Metal 4:
Drawn at 2 px/um. Supply wires on this layer in grey.
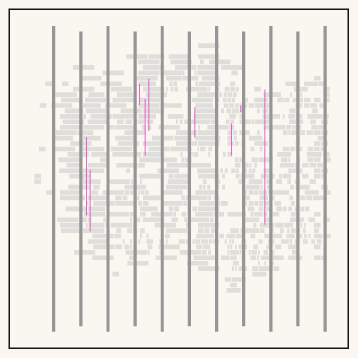
The metal 3 layer:
Drawn at 3 px/um.
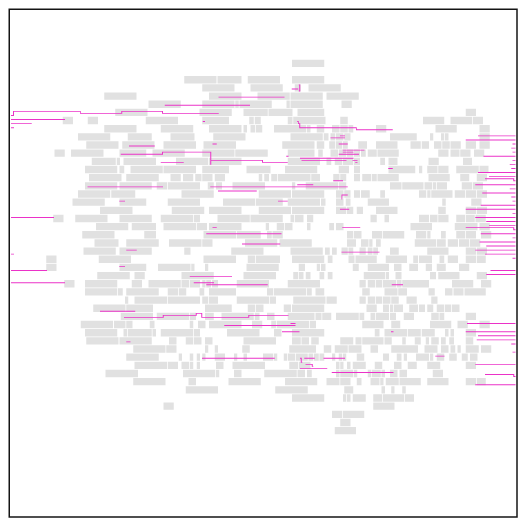
Ports around the boundary:
Drawn at 2 px/um. Pins as bars across the die edge, other pins in grey.
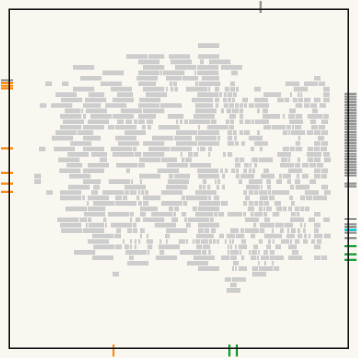
Zoomed window:
Window x 102 to 152, y 102 to 152 um. Cells in grey, sequential cells in the stronger grey; small squares are vias.
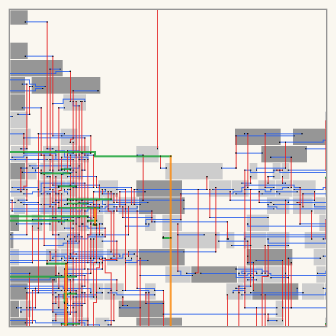
[src/rtl/waypoint_pkg.sv]
// waypoint_pkg
//   Shared types and helpers for the waypoint sequencer slice.
//   - NODE_W_DEF : default node id width (upper nibble row, lower nibble column)
//   - state_e    : sequencer FSM states (IDLE / RUN / DONE)
//   - cnt_w()    : width needed to count 0..depth inclusive
package waypoint_pkg;

    localparam int NODE_W_DEF = 8;

    typedef enum logic [1:0] {
        S_IDLE = 2'd0,
        S_RUN  = 2'd1,
        S_DONE = 2'd2
    } state_e;

    function automatic int cnt_w(input int depth);
        return $clog2(depth + 1);
    endfunction

endpackage

[src/rtl/waypoint_store.sv]
// waypoint_store
//   DEPTH x NODE_W waypoint registers, one write port, one combinational read.
//   Contents survive reset; validity is tracked by the owner's count.
// Ports:
//   clk            system clock
//   we/waddr/wdata write enable, address, data (written at posedge)
//   raddr/rdata    asynchronous read
module waypoint_store #(
    parameter int NODE_W = 8,
    parameter int DEPTH  = 16,
    parameter int AW     = $clog2(DEPTH)
) (
    input  logic              clk,
    input  logic              we,
    input  logic [AW-1:0]     waddr,
    input  logic [NODE_W-1:0] wdata,
    input  logic [AW-1:0]     raddr,
    output logic [NODE_W-1:0] rdata
);

    logic [NODE_W-1:0] mem_q [DEPTH];

    always_ff @(posedge clk) begin
        if (we) mem_q[waddr] <= wdata;
    end

    assign rdata = mem_q[raddr];

endmodule

[src/rtl/waypoint_sequencer.sv]
// waypoint_sequencer
//   Loads a waypoint list over a valid/ready port, then hands the route solver
//   one source/destination leg at a time, advancing when next_node reaches the
//   current destination. Reports completion with a one-cycle mission_done.
//   Build option: define WP_LOOP_EN for patrol mode (list replays forever,
//   mission_done pulses each lap, only abort or reset leaves RUN).
// Ports:
//   clk, rst_n                clock, synchronous active-low reset
//   wp_valid/wp_data/wp_ready waypoint load handshake
//   start, abort              mission control (abort wins over start/arrival)
//   current_node, next_node   AGV position feedback
//   source, destination       current leg to the route solver
//   dest_valid, busy          leg active / FSM in RUN
//   mission_done              one-cycle pulse on final arrival
//   wp_count                  number of stored waypoints
module waypoint_sequencer
    import waypoint_pkg::*;
#(
    parameter int                       NODE_W     = NODE_W_DEF,
    parameter int                       DEPTH      = 16,
    parameter logic [NODE_W-1:0]        START_NODE = 8'h60
) (
    input  logic                        clk,
    input  logic                        rst_n,
    input  logic                        wp_valid,
    input  logic [NODE_W-1:0]           wp_data,
    output logic                        wp_ready,
    input  logic                        start,
    input  logic                        abort,
    input  logic [NODE_W-1:0]           current_node,
    input  logic [NODE_W-1:0]           next_node,
    output logic [NODE_W-1:0]           source,
    output logic [NODE_W-1:0]           destination,
    output logic                        dest_valid,
    output logic                        busy,
    output logic                        mission_done,
    output logic [cnt_w(DEPTH)-1:0]     wp_count
);

    localparam int CW = cnt_w(DEPTH);
    localparam int AW = $clog2(DEPTH);

    state_e            state_q, state_d;
    logic [NODE_W-1:0] src_q, src_d, dst_q, dst_d;
    logic              dv_q, dv_d, done_q, done_d;
    logic [CW-1:0]     cnt_q, cnt_d, idx_q, idx_d;

    logic              we;
    logic [AW-1:0]     raddr;
    logic [NODE_W-1:0] rdata;

    // start takes precedence over loading in the same cycle.
    assign wp_ready = rst_n && (state_q == S_IDLE) && (cnt_q < CW'(DEPTH)) && !start;
    assign we       = wp_valid && wp_ready;

    // Read list[idx] while legs remain; otherwise list[0] (first leg or patrol wrap).
    always_comb begin
        raddr = '0;
        if (state_q == S_RUN && idx_q < cnt_q) raddr = idx_q[AW-1:0];
    end

    waypoint_store #(.NODE_W(NODE_W), .DEPTH(DEPTH), .AW(AW)) u_store (
        .clk   (clk),
        .we    (we),
        .waddr (cnt_q[AW-1:0]),
        .wdata (wp_data),
        .raddr (raddr),
        .rdata (rdata)
    );

    always_comb begin
        state_d = state_q;
        src_d   = src_q;
        dst_d   = dst_q;
        dv_d    = dv_q;
        done_d  = 1'b0;
        cnt_d   = cnt_q;
        idx_d   = idx_q;
        case (state_q)
            S_IDLE: begin
                if (abort) begin
                    cnt_d = '0;
                end else if (start && cnt_q != '0) begin
                    state_d = S_RUN;
                    src_d   = current_node;
                    dst_d   = rdata;
                    idx_d   = CW'(1);
                    dv_d    = 1'b1;
                end else if (we) begin
                    cnt_d = cnt_q + 1'b1;
                end
            end
            S_RUN: begin
                if (abort) begin
                    state_d = S_IDLE;
                    dv_d    = 1'b0;
                    cnt_d   = '0;
                    idx_d   = '0;
                end else if (next_node == dst_q) begin
                    src_d = dst_q;
                    if (idx_q < cnt_q) begin
                        dst_d = rdata;
                        idx_d = idx_q + 1'b1;
                    end else begin
                        done_d = 1'b1;
`ifdef WP_LOOP_EN
                        dst_d = rdata;
                        idx_d = CW'(1);
`else
                        dv_d    = 1'b0;
                        state_d = S_DONE;
`endif
                    end
                end
            end
            S_DONE: begin
                // Abort here lands in the same place, so no separate branch.
                state_d = S_IDLE;
                cnt_d   = '0;
                idx_d   = '0;
            end
            default: state_d = S_IDLE;
        endcase
    end

    always_ff @(posedge clk) begin
        if (!rst_n) begin
            state_q <= S_IDLE;
            src_q   <= START_NODE;
            dst_q   <= START_NODE;
            dv_q    <= 1'b0;
            done_q  <= 1'b0;
            cnt_q   <= '0;
            idx_q   <= '0;
        end else begin
            state_q <= state_d;
            src_q   <= src_d;
            dst_q   <= dst_d;
            dv_q    <= dv_d;
            done_q  <= done_d;
            cnt_q   <= cnt_d;
            idx_q   <= idx_d;
        end
    end

    assign source       = src_q;
    assign destination  = dst_q;
    assign dest_valid   = dv_q;
    assign busy         = (state_q == S_RUN);
    assign mission_done = done_q;
    assign wp_count     = cnt_q;

endmodule

[config.mk]
export PLATFORM = sky130hd
export DESIGN_NAME = waypoint_sequencer
export DESIGN_NICKNAME = d
export VERILOG_FILES = /design/src/rtl/waypoint_pkg.sv /design/src/rtl/waypoint_store.sv /design/src/rtl/waypoint_sequencer.sv
export SDC_FILE = /design/constraint.sdc
export NUM_CORES = 1
export LEC_CHECK = 0
export CORE_MARGIN = 8
export CORE_UTILIZATION = 30
export DETAILED_ROUTE_END_ITERATION = 6
export SLEW_MARGIN = 20
export SYNTH_ARGS = -nofsm -noshare
export SYNTH_HDL_FRONTEND = slang
export SYNTH_SLANG_ARGS = --single-unit
[constraint.sdc]
create_clock -name clk -period 2.73 [get_ports clk]
set_input_delay 0.6825 -clock clk [delete_from_list [all_inputs] [get_ports clk]]
set_output_delay 0.6825 -clock clk [all_outputs]
set_load 0.02 [all_outputs]
==> summary.json <==
{
  "layout": {
    "most_frequent_standard_cell_in_the_layout_excluding_fill_and_tap_cells": "edfxtp_1",
    "logic_gate_count": 308,
    "antenna_cells_inserted": 0,
    "nFlopsAndLatches": 158,
    "final_core_util": 0.372,
    "count_of_non_cts_inverters_in_the_layout": 11
  },
  "die": {
    "die_h_um": 169,
    "fp.coreArea_sq_um": 23200,
    "ios": 54
  },
  "route": {
    "maxUsedRoutingLayer": "met4",
    "vias": 4527
  },
  "power_and_ir_drop": {
    "pwr-share-seq": 0.419,
    "max-vdd-ir-drop_v": 0.000350,
    "share_comb_of_total_power": 0.231
  },
  "run_status": {
    "outcome": "finished clean"
  },
  "clock_network": {
    "path_clk_slew_ns": 0.06,
    "post_cts_resize_count": 1,
    "holdBufCountCts": 0,
    "post-cts-setup-buffers": 0
  },
  "yosys": {
    "ys_sh_simple": 0.0983,
    "ys_async_sr_fraction": 0,
    "synth-edff-count": 128
  },
  "timing": {
    "hold-worst-slack_ns": 0.502,
    "worst_slack_ns": 0.245
  },
  "worst_setup_path": {
    "timing.critical_path.required_ns": 2.05,
    "crit_path_start_kind": "flop"
  },
  "grt": {
    "grt_remaining_overflow": 0,
    "grt_use_total": 0.118
  },
  "placed_design": {
    "gp_routability_congestion": 0.820,
    "numPlacedInstances": 880
  },
  "worst_hold_path": {
    "instance_count_along_the_most_critical_hold_path": 2
  }
}
-- 'metal 4' (at the start) --
wire length on this layer: 234 um
longest straight run: 67.3 um

-- 'the metal 3 layer' (at the start) --
share of all routed wire: 6.7%
longest straight run: 45.5 um
main direction: horizontal
nets with wire on the layer: 89
wire length on this layer: 1,100 um

-- 'ports around the boundary' (at the start) --
legend:
  wp_data:
    colour: orange
    pins: 8
    direction: input
    edge: 7 left, 1 bottom
  wp_ready:
    colour: cyan
    pins: 1
    direction: output
    edge: right
  wp_count:
    colour: green
    pins: 5
    direction: output
    edge: 3 right, 2 bottom
all pins by edge: 42 right, 8 left, 3 bottom, 1 top

-- 'zoomed window' (at the start) --
legend:
  M1:
    colour: blue
  M3:
    colour: green
  M4:
    colour: orange
  M2:
    colour: red
sequential cells in the window: 14
cells with their middle in the window: 89
most frequent: dfxtp_1 (11), a211oi_1 (10), nand4_1 (8)
netlist names of flops here include: source (6), destination (5), u_store.mem_q (3)

Power figures rest on the tool's default switching activity, not on a simulated workload.
